**src/rtl/fixed_bcd_converter.sv**
```systemverilog
`default_nettype none
// +--------------------------------------------------------------------------+
// | fixed_bcd_converter: sequential double-dabble, 16-bit word -> sign + BCD |
// | Rev 1.0                                                                  |
// +--------------------------------------------------------------------------+
module fixed_bcd_converter #(
  parameter int WIDTH  = 16,
  parameter int DIGITS = 5,
  parameter int SIGNED = 1
) (
  input  logic                  clk,
  input  logic                  rst,
  input  logic                  start,
  input  logic [WIDTH-1:0]      din,
  output logic                  busy,
  output logic                  done,
  output logic [4*DIGITS-1:0]   bcd,
  output logic                  neg,
  output logic [DIGITS-1:0]     blank
);

  localparam int CW = $clog2(WIDTH + 1);
  localparam int BW = 4 * DIGITS;

  typedef enum logic [1:0] {
    S_IDLE = 2'd0,
    S_CONV = 2'd1,
    S_DONE = 2'd2
  } state_t;

  state_t              state_q;
  logic [CW-1:0]       cnt_q;
  logic [WIDTH-1:0]    shift_q;
  logic [BW-1:0]       scr_q;
  logic                sign_q;
  logic [BW-1:0]       bcd_q;
  logic                neg_q;
  logic [DIGITS-1:0]   blank_q;
  logic                busy_q;
  logic                done_q;

  logic [BW-1:0]       adj;
  logic [BW+WIDTH-1:0] cat;
  logic [BW-1:0]       scr_d;
  logic [WIDTH-1:0]    shift_d;
  logic [DIGITS-1:0]   blank_d;
  logic                sign_d;
  logic [WIDTH-1:0]    mag_d;
  logic                last;

  genvar g;
  generate
    for (g = 0; g < DIGITS; g++) begin : g_adj
      assign adj[4*g +: 4] = (scr_q[4*g +: 4] >= 4'd5) ? (scr_q[4*g +: 4] + 4'd3)
                                                       : scr_q[4*g +: 4];
    end
  endgenerate

  assign cat = {adj, shift_q} << 1;
  assign {scr_d, shift_d} = cat;

  // Leading-zero mask is taken from the final scratch value being committed.
  generate
    for (g = 0; g < DIGITS; g++) begin : g_blank
      if (g == 0) begin : g_lsd
        assign blank_d[g] = 1'b0;
      end else begin : g_upper
        assign blank_d[g] = (scr_d[BW-1:4*g] == '0);
      end
    end
  endgenerate

  // Negation wraps in WIDTH bits, so the most negative input yields its unsigned magnitude.
  assign sign_d = (SIGNED != 0) && din[WIDTH-1];
  assign mag_d  = sign_d ? ((~din) + WIDTH'(1)) : din;
  assign last   = (cnt_q == CW'(WIDTH - 1));

  always_ff @(posedge clk or posedge rst) begin
    if (rst) begin
      state_q <= S_IDLE;
      cnt_q   <= '0;
      shift_q <= '0;
      scr_q   <= '0;
      sign_q  <= 1'b0;
      bcd_q   <= '0;
      neg_q   <= 1'b0;
      blank_q <= {{(DIGITS-1){1'b1}}, 1'b0};
      busy_q  <= 1'b0;
      done_q  <= 1'b0;
    end else begin
      done_q <= 1'b0;
      case (state_q)
        S_IDLE, S_DONE: begin
          if (start) begin
            state_q <= S_CONV;
            busy_q  <= 1'b1;
            shift_q <= mag_d;
            sign_q  <= sign_d;
            scr_q   <= '0;
            cnt_q   <= '0;
          end else begin
            state_q <= S_IDLE;
          end
        end
        S_CONV: begin
          scr_q   <= scr_d;
          shift_q <= shift_d;
          cnt_q   <= cnt_q + CW'(1);
          if (last) begin
            bcd_q   <= scr_d;
            neg_q   <= sign_q;
            blank_q <= blank_d;
            busy_q  <= 1'b0;
            done_q  <= 1'b1;
            state_q <= S_DONE;
          end
        end
        default: state_q <= S_IDLE;
      endcase
    end
  end

  assign busy  = busy_q;
  assign done  = done_q;
  assign bcd   = bcd_q;
  assign neg   = neg_q;
  assign blank = blank_q;

endmodule
`default_nettype wire

```
**config.mk**
```make
export PLATFORM = sky130hd
export DESIGN_NAME = fixed_bcd_converter
export DESIGN_NICKNAME = d
export VERILOG_FILES = /design/src/rtl/fixed_bcd_converter.sv
export SDC_FILE = /design/constraint.sdc
export NUM_CORES = 1
export LEC_CHECK = 0
export ABC_AREA = 0
export CAP_MARGIN = 20
export CELL_PAD_IN_SITES_DETAIL_PLACEMENT = 1
export CELL_PAD_IN_SITES_GLOBAL_PLACEMENT = 1
export CORE_MARGIN = 4
export CORE_UTILIZATION = 40
export CTS_BUF_LIST = sky130_fd_sc_hd__clkbuf_2
export CTS_CLUSTER_SIZE = 10
export DETAILED_ROUTE_END_ITERATION = 6
export GPL_TIMING_DRIVEN = 0
export PLACE_DENSITY_LB_ADDON = 0.1
export SYNTH_ARGS = -nofsm -noshare
export SYNTH_HDL_FRONTEND = slang
export SYNTH_SLANG_ARGS = --single-unit
export TNS_END_PERCENT = 50
```
**constraint.sdc**
```tcl
create_clock -name clk -period 2.1 [get_ports clk]
set_input_delay 0.21 -clock clk [delete_from_list [all_inputs] [get_ports clk]]
set_output_delay 0.21 -clock clk [all_outputs]
set_load 0.005 [all_outputs]
```
Figure 1. Clock routing.
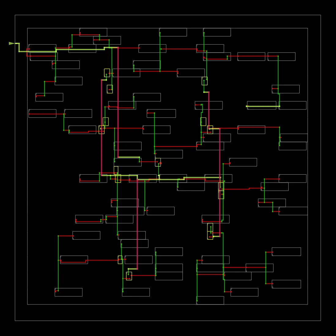
Max Clock Skew: 0.02170 ns
number of buffers inserted during clock tree synthesis: 9
flip-flops: 71
number of clock buffer instances in the layout: 10
total number of clock tree sinks: 71

Figure 2. Routed metal, one color a layer.
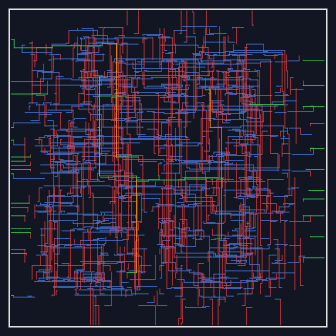
Green is metal 3, wire length 269 um. Red is metal 2, wire length 4,390 um. Blue is metal 1, wire length 4,050 um. Orange is metal 4, wire length 147 um.
global router's overall resource usage: 18.47%
number of vias in the routed layout: 2,901

Figure 3. Gate families picked out.
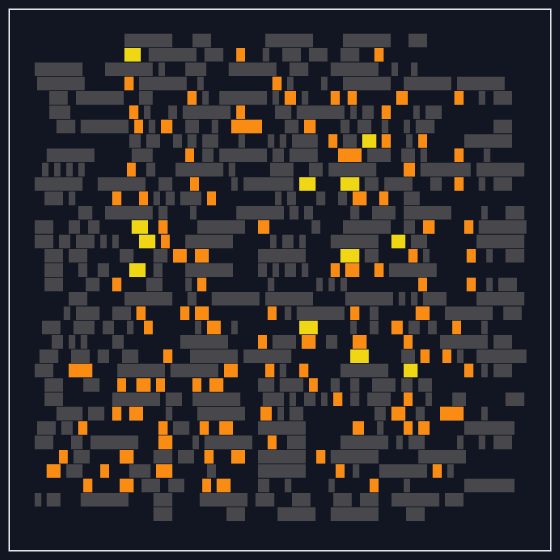
Orange is inverting AOI/OAI gates, cells 107, most used o21ai_0. Yellow is AND-OR and OR-AND gates, cells 12, most used a22o_1.
fraction of standard cell area in multi-input logic: 38.56%
most common library cell in the layout ignoring fill and taps: sky130_fd_sc_hd__dfrtp_1
post-route insts no fill: 540

Figure 4. Port wiring.
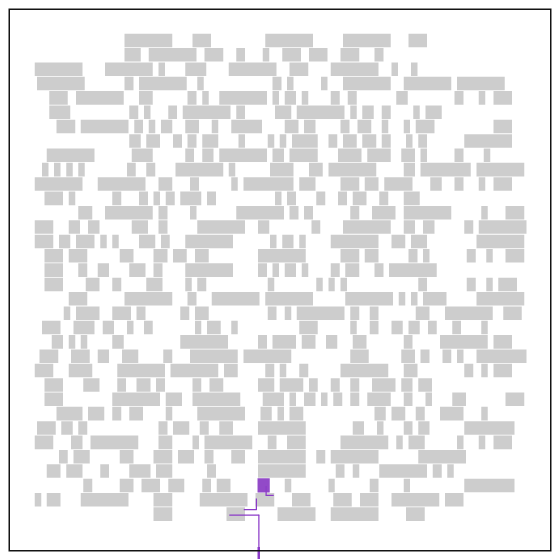
Purple is rst, bits 1, direction input, edge bottom, end cells 1, buffers 2, wire 19.2 um.
number of top-level pins: 47
port bufs: 45

Figure 5. Clock network drawn from the DEF.
The bar under the picture is 20 um long.
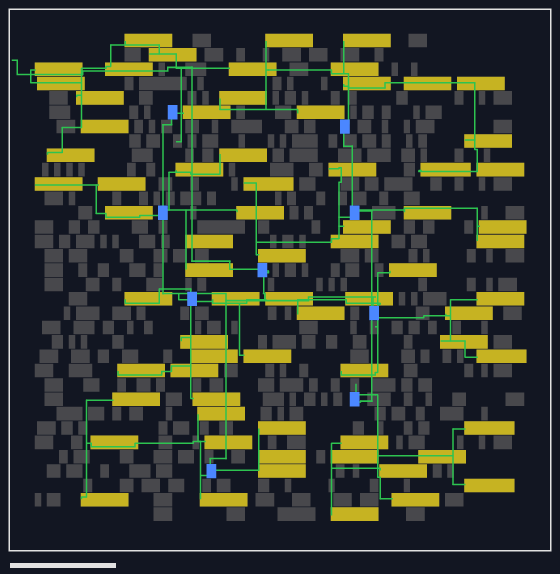
Green is clock wires, length 987 um. Yellow is flip-flops, count 71. Blue is clock drivers, count 9.
There are 10 routed clock nets.
portion of total power attributed to the clock network: 10.2%
clock group power: 0.624 mW
Worst-Skew Late Latency: 0.52 ns

==> flow_results.xml <==
<?xml version="1.0" encoding="UTF-8"?>
<metrics>
  <group name="critical_path">
    <metric name="worst_path_most_repeated_cell" unit="">sky130_fd_sc_hd__nand4_1</metric>
    <metric name="worst_r2r_path_depth" unit="">7</metric>
    <metric name="r2r-start" unit="">scr_q[16]</metric>
  </group>
  <group name="floorplan">
    <metric name="placement_rows" unit="">34</metric>
    <metric name="die.size.x" unit="um">102.3</metric>
  </group>
  <group name="synth">
    <metric name="synth-compound-area-share" unit="%">20.35</metric>
    <metric name="synth.cellmix.xorXnorShare" unit="%">3.691</metric>
    <metric name="synth.avg_cell_area" unit="um^2">9.833</metric>
    <metric name="synth-area-yosys" unit="um^2">3560</metric>
    <metric name="adder_cell_share_of_the_synthesized_area" unit="%">4.569</metric>
    <metric name="postSynthCellCount" unit="">362</metric>
    <metric name="top_area_cell" unit="">sky130_fd_sc_hd__dfrtp_1</metric>
    <metric name="seq_area_frac_synth" unit="%">50.05</metric>
    <metric name="ys.warnings.count" unit="">0</metric>
  </group>
  <group name="power_and_ir_drop">
    <metric name="seqPwrFrac" unit="%">40.0</metric>
    <metric name="leak_pwr" unit="nW">1.889</metric>
    <metric name="cell_internal_pwr" unit="mW">3.598</metric>
    <metric name="power.switching" unit="mW">2.513</metric>
  </group>
  <group name="final_timing">
    <metric name="timing.hold.ws" unit="ns">0.3048</metric>
    <metric name="timing_worst_slew_pin_value" unit="ns">0.6426</metric>
    <metric name="finalSetupViolCount" unit="">0</metric>
    <metric name="setup_ws" unit="ns">0.09421</metric>
    <metric name="final_hold_violating_endpoints" unit="">0</metric>
  </group>
  <group name="global_routing">
    <metric name="globalRouteMet2Util" unit="%">30.98</metric>
    <metric name="met3_usage" unit="%">2.594</metric>
    <metric name="grt_start_max_net_pins" unit="">42</metric>
  </group>
  <group name="clock_tree">
    <metric name="cts_tree" unit="">built</metric>
    <metric name="holdBufCountCts" unit="">1</metric>
    <metric name="post_cts_resize_count" unit="">5</metric>
    <metric name="clock-root-buffer" unit="">sky130_fd_sc_hd__clkbuf_2</metric>
  </group>
  <group name="placement">
    <metric name="place.detailed.hpwl" unit="mm">6.382</metric>
    <metric name="dp.cells" unit="">516</metric>
  </group>
  <group name="min_path">
    <metric name="hold_path_end" unit="">shift_q[0]</metric>
    <metric name="hold_depth" unit="">3</metric>
  </group>
  <group name="status">
    <metric name="outcome" unit="">complete, no violations</metric>
  </group>
  <group name="finish">
    <metric name="flow.area_growth_from_synthesis" unit="%">22.95</metric>
  </group>
  <group name="job">
    <metric name="cap_violations" unit="">0</metric>
  </group>
</metrics>
==> layer usage <==
metal | vias to the layer above | part of all wire (%)
met1 | 1426 | 46
li1 | 1421 | -
met5 | - | 0
met2 | 42 | 50
met3 | 12 | 3.0
met4 | 0 | 1.6
==> area by class of cell <==
type,instances,area [um^2]
Sequential cell,71,1783
Clock buffer,10,50.05
Fill cell,1018,4302
Multi-Input combinational cell,257,1688
Timing Repair Buffer,54,533.0
Inverter,16,62.56
Tap cell,108,135.1
Clock inverter,6,27.53
Buffer,18,97.59
==> registers in the layout (all words and copies together) (netlist names) <==
name     flops
bcd         20
scr_q       20
shift_q     16
cnt_q        5
blank        4
state_q      2
busy         1
done         1
neg          1
sign_q       1
Power is estimated from default activity; no workload was simulated.
